===== src/rtl/multi_channel_accumulator.sv =====
// ---------------------------------------------------------------------------
// multi_channel_accumulator
//
// Registered add / subtract / per-channel accumulate / clear unit sitting
// between the tile input pins and the output pins / SPI readback. Each
// request is taken over a valid/ready handshake and yields exactly one
// registered result with overflow and error flags, one cycle later.
//
// Parameters
//   WIDTH      operand width (a, b)
//   ACC_WIDTH  accumulator / result width, must be >= WIDTH+1
//   CHANNELS   number of independent running sums (1..16)
//   SATURATE   1: clamp on overflow/underflow, 0: wrap modulo 2^ACC_WIDTH
//
// Ports
//   clk, rst             clock, asynchronous active-high reset
//   in_valid / in_ready  request handshake
//   op                   00 ADD, 01 SUB, 10 ACC, 11 CLR
//   chan                 channel for ACC/CLR, echoed on out_chan for all ops
//   a, b                 unsigned operands
//   out_valid/out_ready  result handshake (one-deep output register)
//   result, out_chan     registered result and the channel that produced it
//   overflow             result was clamped or wrapped
//   err                  ACC/CLR addressed a channel >= CHANNELS
// ---------------------------------------------------------------------------
module multi_channel_accumulator #(
    parameter int WIDTH     = 8,
    parameter int ACC_WIDTH = 12,
    parameter int CHANNELS  = 4,
    parameter int SATURATE  = 1
) (
    input  logic                 clk,
    input  logic                 rst,
    input  logic                 in_valid,
    output logic                 in_ready,
    input  logic [1:0]           op,
    input  logic [3:0]           chan,
    input  logic [WIDTH-1:0]     a,
    input  logic [WIDTH-1:0]     b,
    output logic                 out_valid,
    input  logic                 out_ready,
    output logic [ACC_WIDTH-1:0] result,
    output logic [3:0]           out_chan,
    output logic                 overflow,
    output logic                 err
);

    // One guard bit above the result width catches both the ACC carry-out
    // and the SUB borrow.
    localparam int XW = ACC_WIDTH + 1;
    localparam logic [ACC_WIDTH-1:0] ACC_MAX = '1;

    typedef enum logic [1:0] {
        OP_ADD = 2'b00,
        OP_SUB = 2'b01,
        OP_ACC = 2'b10,
        OP_CLR = 2'b11
    } op_t;

    op_t                  w_op;
    logic                 w_accept;
    logic                 w_chan_ok;
    logic                 w_acc_op;
    logic                 w_acc_we;
    logic [ACC_WIDTH-1:0] w_sum;
    logic [XW-1:0]        w_diff;
    logic [XW-1:0]        w_acc_sum;
    logic [ACC_WIDTH-1:0] w_res;
    logic                 w_ovf;
    logic                 w_err;
    logic [ACC_WIDTH-1:0] w_acc_slot [16];

    logic                 r_out_valid;
    logic [ACC_WIDTH-1:0] r_result;
    logic [3:0]           r_out_chan;
    logic                 r_overflow;
    logic                 r_err;

    assign w_op      = op_t'(op);
    assign in_ready  = !r_out_valid || out_ready;
    assign w_accept  = in_valid && in_ready;
    assign w_chan_ok = ({1'b0, chan} < 5'(CHANNELS));
    assign w_acc_we  = w_accept && w_acc_op;

    assign w_sum     = ACC_WIDTH'(a) + ACC_WIDTH'(b);
    assign w_diff    = XW'(a) - XW'(b);
    // Slots beyond CHANNELS read as zero; they are only selected on the
    // err path, where the sum is discarded anyway.
    assign w_acc_sum = XW'(w_acc_slot[chan]) + XW'(a) + XW'(b);

    always_comb begin
        w_res    = '0;
        w_ovf    = 1'b0;
        w_err    = 1'b0;
        w_acc_op = 1'b0;
        case (w_op)
            OP_ADD: begin
                w_res = w_sum;
            end
            OP_SUB: begin
                w_res = w_diff[ACC_WIDTH-1:0];
                // Top bit set means a < b (borrow out of the extended width).
                if (w_diff[XW-1]) begin
                    w_ovf = 1'b1;
                    if (SATURATE != 0) begin
                        w_res = '0;
                    end
                end
            end
            OP_ACC: begin
                if (!w_chan_ok) begin
                    w_err = 1'b1;
                end else begin
                    w_acc_op = 1'b1;
                    w_res    = w_acc_sum[ACC_WIDTH-1:0];
                    if (w_acc_sum[XW-1]) begin
                        w_ovf = 1'b1;
                        if (SATURATE != 0) begin
                            w_res = ACC_MAX;
                        end
                    end
                end
            end
            OP_CLR: begin
                if (!w_chan_ok) begin
                    w_err = 1'b1;
                end else begin
                    // w_res stays zero, which is also the cleared sum.
                    w_acc_op = 1'b1;
                end
            end
            default: begin
            end
        endcase
    end

    // Per-channel running sums. The accumulator takes exactly the value
    // that goes to the result register, so a same-channel ACC on the next
    // transfer already sees the updated sum.
    genvar gi;
    generate
        for (gi = 0; gi < 16; gi++) begin : g_chan
            if (gi < CHANNELS) begin : g_acc
                logic [ACC_WIDTH-1:0] r_acc;
                always_ff @(posedge clk or posedge rst) begin
                    if (rst) begin
                        r_acc <= '0;
                    end else if (w_acc_we && (chan == 4'(gi))) begin
                        r_acc <= w_res;
                    end
                end
                assign w_acc_slot[gi] = r_acc;
            end else begin : g_none
                assign w_acc_slot[gi] = '0;
            end
        end
    endgenerate

    // One-deep output register: loads on every accepted transfer (including
    // the same edge a previous result is consumed), drops valid when the
    // result is consumed without a replacement.
    always_ff @(posedge clk or posedge rst) begin
        if (rst) begin
            r_out_valid <= 1'b0;
            r_result    <= '0;
            r_out_chan  <= '0;
            r_overflow  <= 1'b0;
            r_err       <= 1'b0;
        end else if (w_accept) begin
            r_out_valid <= 1'b1;
            r_result    <= w_res;
            r_out_chan  <= chan;
            r_overflow  <= w_ovf;
            r_err       <= w_err;
        end else if (out_ready) begin
            r_out_valid <= 1'b0;
        end
    end

    assign out_valid = r_out_valid;
    assign result    = r_result;
    assign out_chan  = r_out_chan;
    assign overflow  = r_overflow;
    assign err       = r_err;

endmodule

===== config.mk =====
export PLATFORM = sky130hd
export DESIGN_NAME = multi_channel_accumulator
export DESIGN_NICKNAME = d
export VERILOG_FILES = /design/src/rtl/multi_channel_accumulator.sv
export SDC_FILE = /design/constraint.sdc
export NUM_CORES = 1
export LEC_CHECK = 0
export CORE_ASPECT_RATIO = 0.7
export CORE_MARGIN = 2
export CORE_UTILIZATION = 42
export CTS_CLUSTER_SIZE = 14
export DETAILED_ROUTE_END_ITERATION = 10
export SYNTH_ARGS = -nofsm -noshare
export SYNTH_HDL_FRONTEND = slang
export SYNTH_SLANG_ARGS = --single-unit

===== constraint.sdc =====
create_clock -name clk -period 7.7 [get_ports clk]
set_clock_uncertainty 0.2 [all_clocks]
set_input_delay 1.925 -clock clk [delete_from_list [all_inputs] [get_ports clk]]
set_output_delay 1.925 -clock clk [all_outputs]
set_load 0.05 [all_outputs]

Figure 1. Cell sizes after repair (run 1).
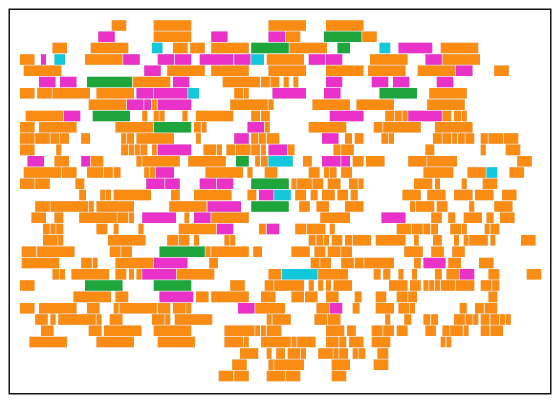
| size | color | cells | share |
|---|---|---|---|
| _3 and _4 cells | cyan | 9 | 1.8% |
| _2 cells | magenta | 60 | 12% |
| _6 and larger | green | 13 | 2.6% |
| _0 and _1 cells | orange | 409 | 83% |

Figure 2. Cells colored by class (run 1).
Bar = 50 um. Fill, decap, tap and diode cells in gray.
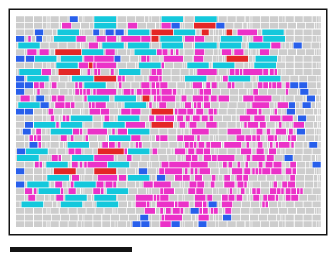
| class | color | cells | share of their area |
|---|---|---|---|
| combinational and other logic | magenta | 359 | 54% |
| sequential cells | cyan | 67 | 31% |
| remaining buffers and delay cells | blue | 49 | 8.9% |
| clock drivers and dummy loads | red | 16 | 6.0% |

Figure 3. M2 wires (run 1).
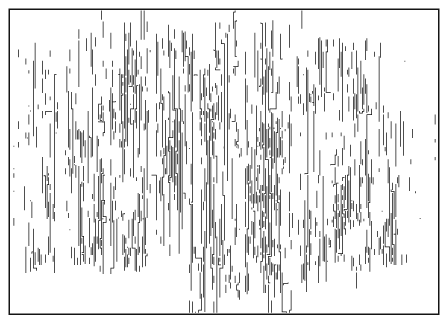
wire length on this layer: 5190 um
longest straight run: 44.5 um

==> qor.yml, run 1 <==
outcome: "complete, no violations"
met1_length_mm: 5.97
fmax_mhz: 165
grt_pass1_wl_mm: 19.4
die_h_um: 92.1
diodes: 0
crit_buf_inv: 1
grt_overflow: 0
r2r_start: "g_chan[3].g_acc.r_acc[1]"
fillers: 968
synth_cells: 447
edf_count: 0
cp_top_family: "simple AND/OR/NAND/NOR gates"
n_tap_cell: 153
r2r_setup_slack_ns: 3.91
sh_seq_area: 0.300
post-route-util: 0.511
finalHoldViolCount: 0
power_uw: 1130
cp.depth: 11
wl_met2_mm: 5.19
crit_path_cell_trace: "clkdlybuf4s50_1 -> mux4_2 -> and2_1 -> fa_1 -> ha_1 -> or2_2 -> a31oi_2 -> nor3_4 -> and3_4 -> nor4b_4 -> o31ai_1"
fin_cells: 644
drc: 0
antenna_found_initial: 0
p_comb_frac: 0.251
seq_cell_power_uw: 403
viasPerCell: 5.64
syn-mean-instance-area_um2: 10.4
gp_congestion: 0.915
largest_class: "combinational gates"
busiest_layer: "met1"
p_switching_uw: 343
ff2ff_path_depth: 12
met3_usage: 0.0543
ys_cells: 447
tightest_slew_ns: 0.934
h-tree-depth: 3
synth_seq_share: 0.360
rsz0062_at_grt: "false"
final_net_count: 552
drive_above_1_share: 0.167
rows: 32
placedCellCount: 628
flop_area_um2: 1680
lay_top_count: "dfrtp_1"
die_w_um: 130
crit_fanout: 10
ys_ff: 67
holdWs_ns: 0.281
start_kind: "input pin"
comb_share: 0.504
core_area_um2: 10900
synthFlopType: "dfrtp_1"
stdcell_area_um2: 5580
ys_sh_aoi: 0.190
ys_types: 62
pre_cts_ws_ns: 1.32
buf_share: 0.0861
ys_sh_adder: 0.125
synth-async-reset-ratio: 1.00
hpwl_mm: 9.04
max_cap_viol_count: 0
min_period_ns: 6.06
fin_crit_sh: 0.786
cts_tree: "done"
grt_usage: 0.214
top_level_ports: 46
cts_root_buf: "clkbuf_16"
postPlaceCellArea_um2: 5260
worstPathArrival_ns: 6.05
p_clk_frac: 0.393
Figure 4. Gate-type map (run 1).
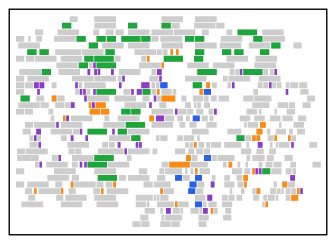

## Run 2: what changed since run 1
clock period = 6.2 ns   (was 7.7 ns; I/O delays follow)
Figure 5. Gate-type map (run 2).
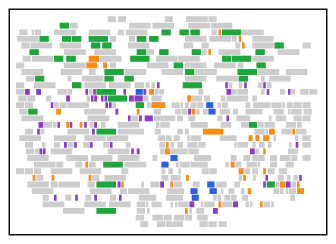
| family | color | cells | most used |
|---|---|---|---|
| nor cells | orange | 42 | nor2_1 |
| nand cells | purple | 59 | nand2_1 |
| xor and xnor cells | blue | 9 | xnor2_1 |
| mux cells | green | 45 | mux2_2 |
Cell Count, Final, Fillers Out: 647
Comb/total area: 0.504

Figure 6. Cell sizes after repair (run 2).
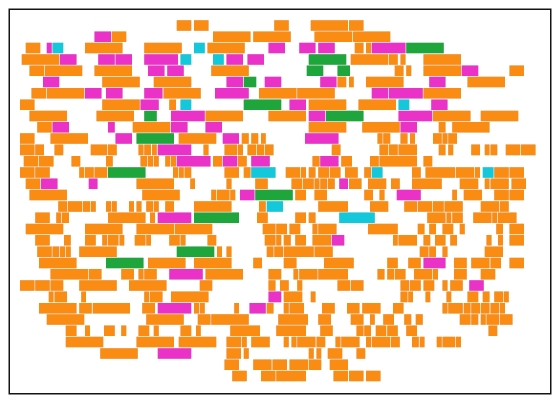
| size | color | cells | share |
|---|---|---|---|
| _0 and _1 cells | orange | 410 | 83% |
| _2 cells | magenta | 59 | 12% |
| _6 and larger | green | 14 | 2.8% |
| _3 and _4 cells | cyan | 11 | 2.2% |
final worst slack: 0.708 ns
count of non-CTS buffers in the layout: 52
fin area: 5580 um^2

Figure 7. Cells colored by class (run 2).
Bar = 50 um. Fill, decap, tap and diode cells in gray.
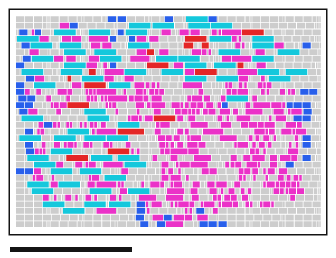
| class | color | cells | share of their area |
|---|---|---|---|
| remaining buffers and delay cells | blue | 52 | 9.3% |
| sequential cells | cyan | 67 | 31% |
| combinational and other logic | magenta | 359 | 54% |
| clock drivers and dummy loads | red | 16 | 5.7% |
Seq/total area: 0.300
row count: 32
core area: 10900 um^2
Final Core Density: 0.511

==> qor.yml, run 2 <==
hpwl_mm: 8.88
top_cell_area_share: 0.360
synth_cells: 447
synth_seq_share: 0.360
ys_ff: 67
r2r_setup_slack_ns: 2.32
cts_buffers: 9
start_kind: "input pin"
busiest_layer: "met1"
n_tap_cell: 153
ys_types: 62
synthFlopType: "dfrtp_1"
die_h_um: 92.1
logic_area_um2: 2810
clock_cell_area_share: 0.0547
buf_share: 0.0901
netlist_area_um2: 4660
viasPerCell: 5.69
die_w_um: 130
tightest_slew_ns: 0.893
cp_top_family: "AND-OR/OR-AND gates"
h-tree-depth: 3
grt_overflow: 0
postPlaceCellArea_um2: 5280
met3_usage: 0.0432
cts_root_buf: "clkbuf_16"
ys_sh_adder: 0.125
p_comb_frac: 0.256
r2r_start: "g_chan[3].g_acc.r_acc[6]"
min_to: "g_chan[1].g_acc.r_acc[5]"
edf_count: 0
ys_sh_aoi: 0.190
top_cells_by_count: "dfrtp_1, nand2_1, ha_1, mux2_2, inv_1"
cts_tree: "done"
nClkBuffers: 9
wl_met2_mm: 5.00
crit_fanout: 10
holdWs_ns: 0.277
drive_above_1_share: 0.170
p_clk_frac: 0.379
grt_usage: 0.212
cp.depth: 12
warning_count: 38
max_cap_viol_count: 0
crit_required_ns: 6.18
outcome: "complete, no violations"
crit_buf_inv: 2
drt.antenna.violating_nets: 0
clk_latency_ns: 0.34
drc: 0
top_area_cell: "dfrtp_1"
final_net_count: 555
fillers: 986
seq_cell_power_uw: 501
largest_class: "combinational gates"
lay_top_count: "dfrtp_1"
crit_path_cell_trace: "clkdlybuf4s50_1 -> buf_4 -> mux4_2 -> and2_1 -> fa_1 -> ha_1 -> or2_2 -> a31oi_2 -> nor3_4 -> and3_4 -> o311ai_0 -> nand2_1"
rsz0062_at_grt: "false"
top_level_ports: 46
worstPathArrival_ns: 5.48
antenna_found_initial: 0
ff2ff_path_depth: 10
ys_area_um2: 4660
syn-mean-instance-area_um2: 10.4
gp_congestion: 0.967
diodes: 0
min_period_ns: 5.49
p_clk_uw: 520
post_cts_resized: 0
area_leaders: "dfrtp_1, ha_1, mux2_2"
fin_crit_sh: 0.886
ir_worst_vdd_uv: 159
grt_pass1_wl_mm: 19.4
cts.sinks: 67
synth-async-reset-ratio: 1.00
placedCellCount: 631
slew_headroom: 0.402
syn_nets: 513
fmax_mhz: 182
met1_length_mm: 5.99
num-multi-input-gates: 334
p_switching_uw: 430
route.met3.wl_um: 564
pre_cts_ws_ns: 0.422
power_uw: 1370
hold_start: "g_chan[1].g_acc.r_acc[5]"
ys_cells: 447
finalHoldViolCount: 0
flop_area_um2: 1680
